**config.mk**
```make
export PLATFORM = sky130hd
export DESIGN_NAME = aes_round_ctrl
export DESIGN_NICKNAME = d
export VERILOG_FILES = /design/src/rtl/aes_pkg.sv /design/src/rtl/aes_round_ctrl.sv
export SDC_FILE = /design/constraint.sdc
export NUM_CORES = 1
export LEC_CHECK = 0
export ABC_AREA = 1
export CAP_MARGIN = 40
export CORE_AREA = 8 8 45 47
export CTS_CLUSTER_SIZE = 24
export DETAILED_ROUTE_END_ITERATION = 10
export DIE_AREA = 0 0 53 55
export PLACE_DENSITY_LB_ADDON = 0.12
export SYNTH_ARGS = -nofsm -noshare
export SYNTH_HDL_FRONTEND = slang
export SYNTH_SLANG_ARGS = --single-unit
```
**constraint.sdc**
```tcl
create_clock -name clk -period 1.5 [get_ports clk]
set_input_delay 0.15 -clock clk [delete_from_list [all_inputs] [get_ports clk]]
set_output_delay 0.15 -clock clk [all_outputs]
set_load 0.01 [all_outputs]
```
**src/rtl/aes_pkg.sv**
```systemverilog
// Shared types and constants for the AES round sequencer.
package aes_pkg;

    typedef enum logic [2:0] {
        StIdle  = 3'd0,
        StLoad  = 3'd1,
        StRound = 3'd2,
        StFinal = 3'd3,
        StDone  = 3'd4
    } aes_ctrl_state_t;

    localparam int unsigned AES128_ROUNDS = 10;
    localparam int unsigned AES192_ROUNDS = 12;
    localparam int unsigned AES256_ROUNDS = 14;

    localparam int unsigned ROUND_IDX_W = 4;

endpackage

```
**src/rtl/aes_round_ctrl.sv**
```systemverilog
// Round sequencer for the AES encryption datapath: owns the FSM and round counter,
// emits one-cycle load/round/last strobes and the input/output handshakes.
module aes_round_ctrl
    import aes_pkg::*;
#(
    parameter int unsigned NUM_ROUNDS = AES256_ROUNDS
) (
    input  logic                   clk,
    input  logic                   rst,
    input  logic                   en,
    input  logic                   in_valid,
    output logic                   in_ready,
    input  logic                   rk_valid,
    output logic                   dp_capture,
    output logic                   dp_load,
    output logic                   dp_round,
    output logic                   dp_last,
    output logic [ROUND_IDX_W-1:0] round_idx,
    output logic                   busy,
    output logic                   out_valid,
    input  logic                   out_ready
);

    if (NUM_ROUNDS != AES128_ROUNDS && NUM_ROUNDS != AES192_ROUNDS &&
        NUM_ROUNDS != AES256_ROUNDS) begin : gen_bad_rounds
        $error("aes_round_ctrl: NUM_ROUNDS must be 10, 12 or 14");
    end

    localparam logic [ROUND_IDX_W-1:0] LastIdx = ROUND_IDX_W'(NUM_ROUNDS);

    aes_ctrl_state_t        state_q, state_d;
    logic [ROUND_IDX_W-1:0] idx_q, idx_d;
    logic [ROUND_IDX_W-1:0] idx_inc;
    logic                   step;

    assign step    = en & rk_valid;
    assign idx_inc = idx_q + 1'b1;

    // in_ready is gated by rst so nothing is accepted while reset is held.
    assign in_ready   = ~rst & en &
                        ((state_q == StIdle) | ((state_q == StDone) & out_ready));
    assign dp_capture = in_valid & in_ready;

    assign dp_load   = (state_q == StLoad)  & step;
    assign dp_round  = (state_q == StRound) & step;
    assign dp_last   = (state_q == StFinal) & step;
    assign busy      = (state_q == StLoad) | (state_q == StRound) | (state_q == StFinal);
    assign out_valid = (state_q == StDone);
    assign round_idx = idx_q;

    always_comb begin
        state_d = state_q;
        idx_d   = idx_q;
        case (state_q)
            StIdle: begin
                if (dp_capture) begin
                    state_d = StLoad;
                    idx_d   = '0;
                end
            end
            StLoad: begin
                if (step) begin
                    state_d = StRound;
                    idx_d   = ROUND_IDX_W'(1);
                end
            end
            StRound: begin
                if (step) begin
                    idx_d = idx_inc;
                    if (idx_inc == LastIdx) begin
                        state_d = StFinal;
                    end
                end
            end
            StFinal: begin
                if (step) begin
                    state_d = StDone;
                end
            end
            StDone: begin
                if (out_ready) begin
                    // A coincident input handshake skips IDLE entirely.
                    state_d = dp_capture ? StLoad : StIdle;
                    idx_d   = '0;
                end
            end
            default: begin
                state_d = StIdle;
                idx_d   = '0;
            end
        endcase
    end

    always_ff @(posedge clk or posedge rst) begin
        if (rst) begin
            state_q <= StIdle;
            idx_q   <= '0;
        end else begin
            state_q <= state_d;
            idx_q   <= idx_d;
        end
    end

endmodule

```
==> results.txt <==
Implementation status.

- The run finished with clean final reports.
- The library cell contributing the largest single delay on the critical path is sky130_fd_sc_hd__dfrtp_1.
- The layout overhead on the synthesized area is 70.4%.
- The start point of the critical path is state_q[0].
- The post-DP HPWL is roughly 1300 um.
- Of all power groups, the one with the highest power is combinational cells.
- The switching share of power is 45.3%.
- The number of clock sinks seen by CTS is 7.
- The commonest non-fill, non-tap cell in the layout is sky130_fd_sc_hd__nand2_1.
- The met3 layer wire length in the routed design is a little under 90 um.
- The initial antenna violation count was 0.
- STA puts the critical path data arrival time at 1.31 ns.
- Setup repair after global routing could not meet its margin everywhere.
- For this run, the number of standard cells in the final layout without fillers is 144.
- The filler cell count in the final layout is around 120.
- Counting every net in the synthesized netlist gives 93.
- The sequential cell area in the final layout is about 180 um^2.
- The setup violation total in the final timing report is 0.
- The worst path meets setup with 0.0445 ns of slack.
- At the pin with the least slew margin, the transition time is 0.187 ns.
- The final layout net count is 137.
- The type of the worst setup path is flip-flop to output pin.
- The flip-flop count of the largest register after layout is 4.
- The remaining max-slew budget at the tightest pin is between 80% and 90%.
- The data-path buffer share of cell area in the final layout is 32.2%.
- The tightest hold path in the finished design has a slack of 0.188 ns.
- The detailed route wirelength on metal2 is 834 um.
- The endpoint of the worst setup timing path is busy.
- The library cells used most frequently in the layout, excluding fill and tap cells, are sky130_fd_sc_hd__nand2_1, sky130_fd_sc_hd__buf_4, sky130_fd_sc_hd__inv_1.
- The violation tally recorded at the end of detailed-routing iteration 0 is 25.
- The number of cell rows is 14.
- The cell count after placement is ~130.
- The number of global-route vias before repair came to 594.
- For this design the total switching power over the nets is 0.738 mW.
- The maximum clock insertion buffer count is 2.
- The number of buffers outside the clock class in the layout is 39.
- Internal power comes to 0.891 mW.
- Entering global routing, the biggest net connects 9 pins.
- Combinational logic is responsible for 69.6% of the overall power.
- The minimum setup slack after placement is -0.164 ns.
- The core utilization of the finished layout is 69.3%.
- Yosys mapped a number of flops with a built-in enable equal to 0.
- The post-synth register bit count is 7.
- Once detail routing completed, the nets flagged for antenna violations numbered 0.
- The synthesis report lists the most area-consuming cells as sky130_fd_sc_hd__dfrtp_1, sky130_fd_sc_hd__nand2_1, sky130_fd_sc_hd__inv_1.
- The time the worst path needs with I/O delays and setup is between 1 and 1.5 ns.
- TritonCTS built the clock tree.
- The yosys-reported design area after synthesis is 563 um^2.
- In this run the biggest area consumer among cell types represents just over 30% of the synthesized area.
- The OpenROAD report gives the critical path a required time of 1.35 ns.
- The diode insertion count for antenna repair is 0.
- The synthesis report lists the Yosys warning total as 0.
- The peak clock frequency supported by timing is 0.687 GHz.
- Buffers inserted during clock tree synthesis total 3.
- The analysis attributes to cell leakage a power of 0.483 nW.
- Overall power consumption after layout is estimated at 1.63 mW.
- In the final layout, the share of cells above drive strength 1 is 42.2%.
- The relative area of clock buffers and inverters in the final design is 2.87%.
- After synthesis, the share of flip-flops with an asynchronous set or reset is 100%.
- The dominant kind of cell is multi-input combinational cells.
- The number of cells on the worst reg-to-reg path is 9.
- The cell taking the most area after synthesis is sky130_fd_sc_hd__dfrtp_1.
- The final design was reported to hold multi-input combinational gates totalling 61.
- In this run, distinct cell masters in the synthesized netlist total 19.
- The area of the mapped netlist is roughly 560 um^2.
- The final cell area excluding filler cells is 960 um^2.
- The part of the power in registers is a little under a fifth.
- The post-placement cell area is 856 um^2.
- The initial core utilization is 40.7%.
- Along the critical path, the tally of buffer and inverter instances is 2.
- STA classifies the critical path startpoint as a flip-flop.
- The final timing report lists a hold violation count of 0.
- For flop-to-flop paths, the worst setup slack is roughly 0.10 ns.
- The overall die height is 55 um.
- The most utilized layer in the global route result is met2.
- In this run, post-CTS hold repair placed 0 buffers.
- The critical register-to-register path endpoint is state_q[1].
- Sorting the synthesized cells by how often they occur yields sky130_fd_sc_hd__nand2_1, sky130_fd_sc_hd__inv_1, sky130_fd_sc_hd__nor2_1, sky130_fd_sc_hd__dfrtp_1, sky130_fd_sc_hd__nand3_1.
- The combinational share of cell area is 37.3%.
- The number of clock buffer instances in the layout is 3.
- The inverter count is 17.
- The main flop type after synthesis is sky130_fd_sc_hd__dfrtp_1.
- The largest single stage delay on the critical path is 0.39 ns.
- The maximum net fanout on the critical path is 4.
- Per the gpl log, the routability congestion estimate is about 0.83.
- According to the tapcell log, the count of inserted taps is 16.
- The launch point of the worst reg-to-reg path is round_idx[1].
- Looking at the clock tree report, the H-tree level count equals 1.
- TritonRoute output was used to compute an average wire per cell of 12.2 um.
- Post-CTS repair changed the size of 24 cells.
- The top routing layer in use is met4.
- Summed over all routing layers, the global router reports a total usage of 11.4%.
- The first detailed-routing pass ran for 4 iterations.
- The flop count is 7.
- Per STA, the worst path is made up of buf_4 > nor2_1 > nor2_2 > dlygate4sd2_1.
- The worst hold path belongs to the class input pin to async pin.
- After global routing the overflow that remains totals 0.
- The width of the die is 53 um.
- Dividing the final minimum period by the clock period gives 97.0%.
- For the clock group, total power comes out at approximately 0.19 mW.
- The top cell family by delay on the critical path is buffers and inverters.
- The areal power density over the cells is 1700 nW/um^2.
- Once the clock tree was built, the setup fixing pass inserted 3 buffers.
- Clock tree synthesis selected as its root buffer the cell sky130_fd_sc_hd__clkbuf_4.
- The most instantiated library cell after synthesis is sky130_fd_sc_hd__nand2_1.
- The first global-routing pass estimated roughly 2600 um of wire.
## logic make-up after synthesis
group | synth area share (%)
compound gates | 8.67
fa+ha+maj | 4.44
buf+inv | 11.3
flops | 31.1
simple gates | 44.4
## worst register-to-register path, stage by stage (launching register included)
cell and delay (ns):
sky130_fd_sc_hd__dfrtp_2 0.43, sky130_fd_sc_hd__ha_1 0.20, sky130_fd_sc_hd__nand2_1 0.09, sky130_fd_sc_hd__nand2_1 0.06
sky130_fd_sc_hd__nor2_1 0.11, sky130_fd_sc_hd__nand2_1 0.08, sky130_fd_sc_hd__nand2_2 0.09, sky130_fd_sc_hd__nand3_1 0.10
sky130_fd_sc_hd__nand2_1 0.07, sky130_fd_sc_hd__nand2_1 0.05
### Routing congestion

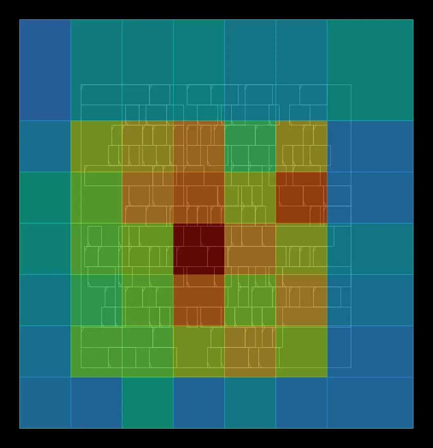
met2 track demand over resource: 18.9%
GR Util met3: 3.74%

### Metal 1

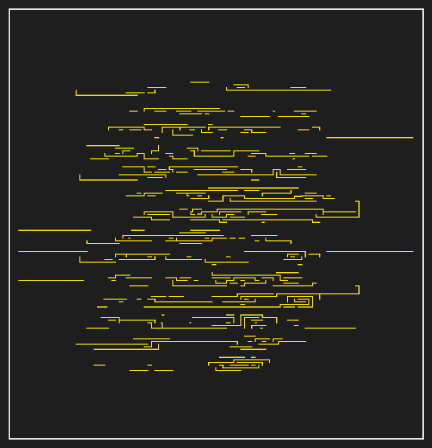
longest straight run = 17.5 um
nets with wire on the layer = 125
main direction = horizontal
wire length on this layer = 822 um
met1 global-route usage: 14.3%
total via count after detailed routing: 677
Total Routed Length: 1750 um

### Port wiring

The bar under the picture is 20 um long.
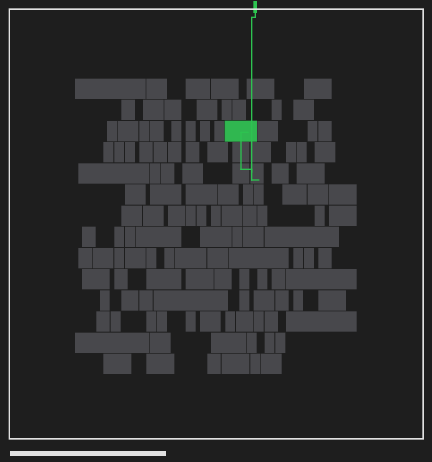
`out_valid` -> green  # direction output, end cells 1, buffers 1, wire 30.4 um
number of top-level pins: 17
Port Buffers: 16

### Clock wires, drivers and flops

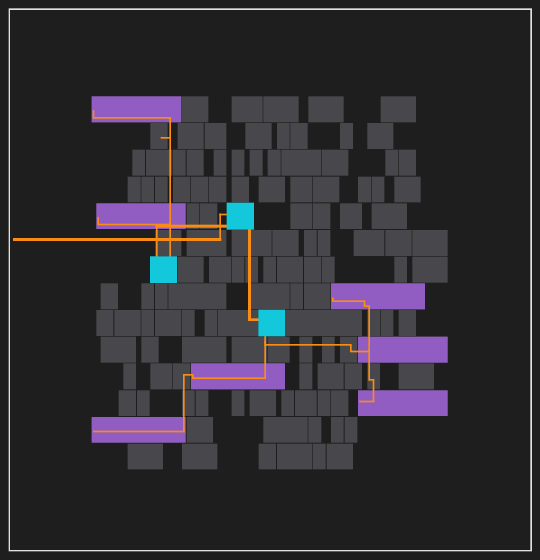
flip-flops -> purple  # count 7
clock wires -> orange  # length 138 um
clock drivers -> cyan  # count 3
routed clock nets = 4
worst-case clock skew: 0.00740 ns
insertion delay to the later sink of the worst-skew pair: 0.26 ns
part of the power in the clock network: 11.5%

Power figures rest on the tool's default switching activity, not on a simulated workload.
